<file path="config.mk">
export PLATFORM = sky130hd
export DESIGN_NAME = mult_share_sched
export DESIGN_NICKNAME = d
export VERILOG_FILES = /design/src/rtl/mult_share_sched.sv
export SDC_FILE = /design/constraint.sdc
export NUM_CORES = 1
export LEC_CHECK = 0
export ABC_AREA = 1
export CAP_MARGIN = 25
export CORE_ASPECT_RATIO = 1.25
export CORE_UTILIZATION = 40
export CTS_BUF_LIST = sky130_fd_sc_hd__clkbuf_8
export DETAILED_ROUTE_END_ITERATION = 8
export PLACE_DENSITY = 0.8
export REMOVE_ABC_BUFFERS = 1
export SLEW_MARGIN = 20
export SYNTH_ARGS = -nofsm -noshare
export SYNTH_HDL_FRONTEND = slang
export SYNTH_SLANG_ARGS = --single-unit
export TNS_END_PERCENT = 50
</file>
<file path="constraint.sdc">
create_clock -name clk -period 3.4 [get_ports clk]
set_input_delay 0.85 -clock clk [delete_from_list [all_inputs] [get_ports clk]]
set_output_delay 0.85 -clock clk [all_outputs]
set_load 0.03 [all_outputs]
</file>
<file path="src/rtl/mult_share_sched.sv">
// Round-robin scheduler sharing one fixed-latency pipelined multiplier among NREQ requesters.
// A tag pipeline aligned to the multiplier routes each result back to its requester.
module mult_share_sched #(
    parameter int NREQ = 4,
    parameter int XW   = 4,
    parameter int YW   = 20,
    parameter int LAT  = 2,
    parameter int IDW  = 2
) (
    input  logic                 clk,
    input  logic                 rst,
    input  logic [NREQ-1:0]      req_valid,
    input  logic [NREQ*XW-1:0]   req_x,
    output logic [NREQ-1:0]      req_ready,
    output logic [XW-1:0]        mul_x,
    input  logic [YW-1:0]        mul_y,
    output logic                 rsp_valid,
    output logic [IDW-1:0]       rsp_id,
    output logic [YW-1:0]        rsp_y,
    output logic                 busy,
    output logic [15:0]          grant_cnt
);

    localparam logic [IDW:0]   NREQ_W = (IDW+1)'(NREQ);
    localparam logic [IDW-1:0] LAST_ID = IDW'(NREQ - 1);

    logic [IDW-1:0]           rr_ptr_reg;
    logic [15:0]              grant_cnt_reg;
    logic [LAT-1:0]           tag_v_reg;
    logic [LAT-1:0][IDW-1:0]  tag_id_reg;

    logic [IDW-1:0]           cand [NREQ];
    logic [NREQ-1:0]          cand_valid;
    logic                     found;
    logic                     grant;
    logic [IDW-1:0]           winner;

    // Candidate gi is the requester gi places after rr_ptr, wrapping modulo NREQ.
    genvar gi;
    generate
        for (gi = 0; gi < NREQ; gi++) begin : g_cand
            logic [IDW:0] sum;
            assign sum            = {1'b0, rr_ptr_reg} + (IDW+1)'(gi);
            assign cand[gi]       = (sum >= NREQ_W) ? IDW'(sum - NREQ_W) : sum[IDW-1:0];
            assign cand_valid[gi] = req_valid[cand[gi]];
        end
    endgenerate

    always_comb begin
        found  = 1'b0;
        winner = '0;
        for (int k = 0; k < NREQ; k++) begin
            if (!found && cand_valid[k]) begin
                found  = 1'b1;
                winner = cand[k];
            end
        end
    end

    // No grant may be issued while reset is held, even though reset is asynchronous.
    assign grant = found & ~rst;

    always_comb begin
        req_ready = '0;
        if (grant) begin
            req_ready[winner] = 1'b1;
        end
    end

    always_comb begin
        mul_x = '0;
        if (grant) begin
            mul_x = req_x[winner*XW +: XW];
        end
    end

    always_ff @(posedge clk or posedge rst) begin
        if (rst) begin
            rr_ptr_reg    <= '0;
            grant_cnt_reg <= '0;
        end else if (grant) begin
            rr_ptr_reg    <= (winner == LAST_ID) ? '0 : winner + 1'b1;
            grant_cnt_reg <= grant_cnt_reg + 16'd1;
        end
    end

    // Tags never stall: the multiplier has no backpressure, so the shift is unconditional.
    always_ff @(posedge clk or posedge rst) begin
        if (rst) begin
            tag_v_reg  <= '0;
            tag_id_reg <= '0;
        end else begin
            tag_v_reg[0]  <= grant;
            tag_id_reg[0] <= grant ? winner : '0;
            for (int k = 1; k < LAT; k++) begin
                tag_v_reg[k]  <= tag_v_reg[k-1];
                tag_id_reg[k] <= tag_id_reg[k-1];
            end
        end
    end

    assign rsp_valid = tag_v_reg[LAT-1];
    assign rsp_id    = tag_id_reg[LAT-1];
    assign rsp_y     = mul_y;
    assign busy      = |tag_v_reg;
    assign grant_cnt = grant_cnt_reg;

endmodule

</file>
==> PnR_summary.wiki <==
=== Synthesis and place and route ===
{| class="wikitable"
! Metric !! Value
|-
| Run status || complete, no violations
|-
| Worst EP arrival || 2.44 ns
|-
| Share of synthesized area occupied by flip-flops and latches || 32.88%
|-
| Drt first pass iters || 4
|-
| I/O pin total || 90
|-
| Leakage power total || 1.165 nW
|-
| Floorplan row count || 27
|-
| Final critical-path required period || 3.289 ns
|-
| Worst hold path endpoint || rsp_id[1]
|-
| R2R cell count || 11
|-
| Max-capacitance violation count || 0
|-
| Cells after synthesis || 242
|-
| Type of the worst setup path || input pin to output port
|-
| Library cell occupying the most area in the post-synthesis netlist || dfrtp_1
|-
| Sum of net half-perimeters after detailed placement || 3353 µm
|-
| Clock buffer depth || 2
|-
| Flop and latch count out of synthesis || 24
|-
| Hold crit path type || flip-flop to flip-flop
|-
| Flip-flops with a built-in enable || 0
|-
| # fillers || 441
|-
| PortBufs || 49
|-
| Worst setup path startpoint || req_valid[2]
|-
| Startpoint of the lowest-slack register-to-register path || rr_ptr_reg[0]
|-
| Met1 GRT Util || 19.82%
|-
| Number of distinct library cells after synthesis || 29
|-
| Yosys cell count || 242
|-
| CTS buffer count || 3
|-
| Area of all placed cells without fillers || 2340 µm²
|-
| WP buf/inv || 6
|-
| Area of the placeable core || 4392 µm²
|-
| Largest cells by area || dfrtp_1 33%, nand2_1 11%, buf_4 9.0%
|-
| CTS Root Buffer Type || clkbuf_8
|-
| Max-slew headroom || 72.07%
|-
| Placement-stage worst setup slack || -0.1688 ns
|-
| Cell-by-cell listing of the critical path || dlygate4sd2_1 -> inv_2 -> nand2_2 -> nand3_2 -> inv_1 -> a31oi_1 -> nand3_1 -> nand2_2 -> buf_6 -> ha_1 -> inv_1 -> nor2_1 -> buf_4
|-
| Clock latency of the later-clocked register in the worst-skew pair || 0.26 ns
|-
| CTS Hold Buffers Added || 0
|-
| Dominant flop cell || dfrtp_1
|-
| Starting density of the core || 41.60%
|-
| CTS tree || done
|}
## cell type report
class | instances | area, µm² | share of cell area [%]
Inverter | 39 | 146.4 | 6.257
Timing Repair Buffer | 58 | 553.0 | 23.64
Clock buffer | 4 | 55.05 | 2.353
Tap cell | 58 | 72.57 | 3.102
Multi-Input combinational cell | 153 | 910.9 | 38.93
Sequential cell | 24 | 601.8 | 25.72
## cells by family (layout without fill, tap and decap cells)
group / after synthesis / count (layout) / share of synthesized area, %
buffers and inverters: 65 / 101 / 19.18
adders and majority gates: 5 / 5 / 3.425
xor gates and xnor gates: 14 / 14 / 6.712
and+or+nand+nor: 120 / 120 / 33.70
DFF: 24 / 24 / 32.88
AOI/OAI and AO/OA: 14 / 14 / 4.109
## through the flow
stage | hold slack [ns] | cells
floorplan | 0.3312 | 216
detailed placement | 0.3379 | 332
global route | 0.3653 | 336
finish | 0.3541 | 336
CTS | 0.3557 | 336
global placement | 0.3336 | 332
## report_power, final
group | leakage, nW | total [mW] | switching [mW] | internal [mW]
logic | 0.838 | 1.82 | 1.09 | 0.734
registers | 0.298 | 0.527 | 0.135 | 0.393
clock network | 0.0288 | 0.185 | 0.0819 | 0.103
## cells in the final DEF (no fill, tap or decap)
master            n
nor2_2            2
nand3_4           1
dlygate4sd2_1     4
o21ai_0           5
nand3_2           3
nand4_1           4
a31oi_1           1
inv_1            32
nand2_1          48
xnor2_1           5
buf_4            14
nand3_1          21
buf_12            1
ha_1              5
nor3_1            2
clkbuf_8          4
nor2_8            1
nand2_4           6
dfrtp_2           1
or2_2             1
o21ai_1           1
xor2_1            9
inv_2             7
nor4_1            1
clkdlybuf4s50_1  37
dfrtp_1          23
a21oi_1           4
buf_6             2
nor2_1           13
a21oi_2           2
nand2_2          11
nand3b_1          5
o21ai_2           1
nor3b_1           1
wires.png
(4 px per µm)
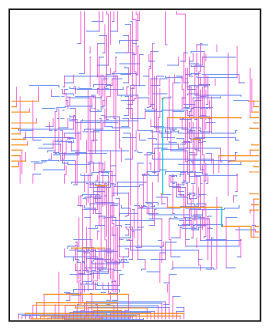
[orange] metal 3 | wire length: 316 µm
[cyan] metal 4 | wire length: 28.6 µm
[magenta] metal 2 | wire length: 2160 µm
[blue] metal 1 | wire length: 1620 µm
via count: 1643
global-route usage over all layers: 17.67%
total wire length after detailed routing: 4117 µm
routed wire length per instance: 12.25 µm

io_fan.png
(4 px per µm)
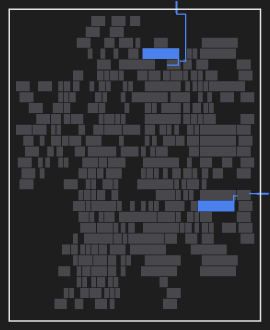
[blue] `rsp_id` | bits: 2 | direction: output | end cells: 2 | buffers: 2 | wire: 25.8 µm

flops_by_reg.png
(4 px per µm) Other sequential cells in the stronger gray, the rest of the logic in the fainter gray.
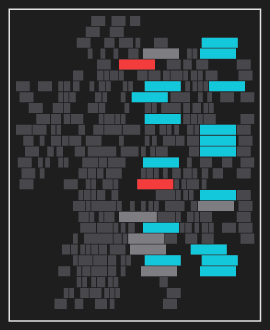
[cyan] `grant_cnt` | sequential cells: 16
[red] `tag_id_reg` | sequential cells: 2
area used by sequential logic in the layout: 601.8 µm²
sequential fraction of total cell area: 25.72%
core utilization of the finished layout: 53.28%
flip-flop and latch power: 527 µW

No activity file was given, so power comes from the tool's default toggle rates.
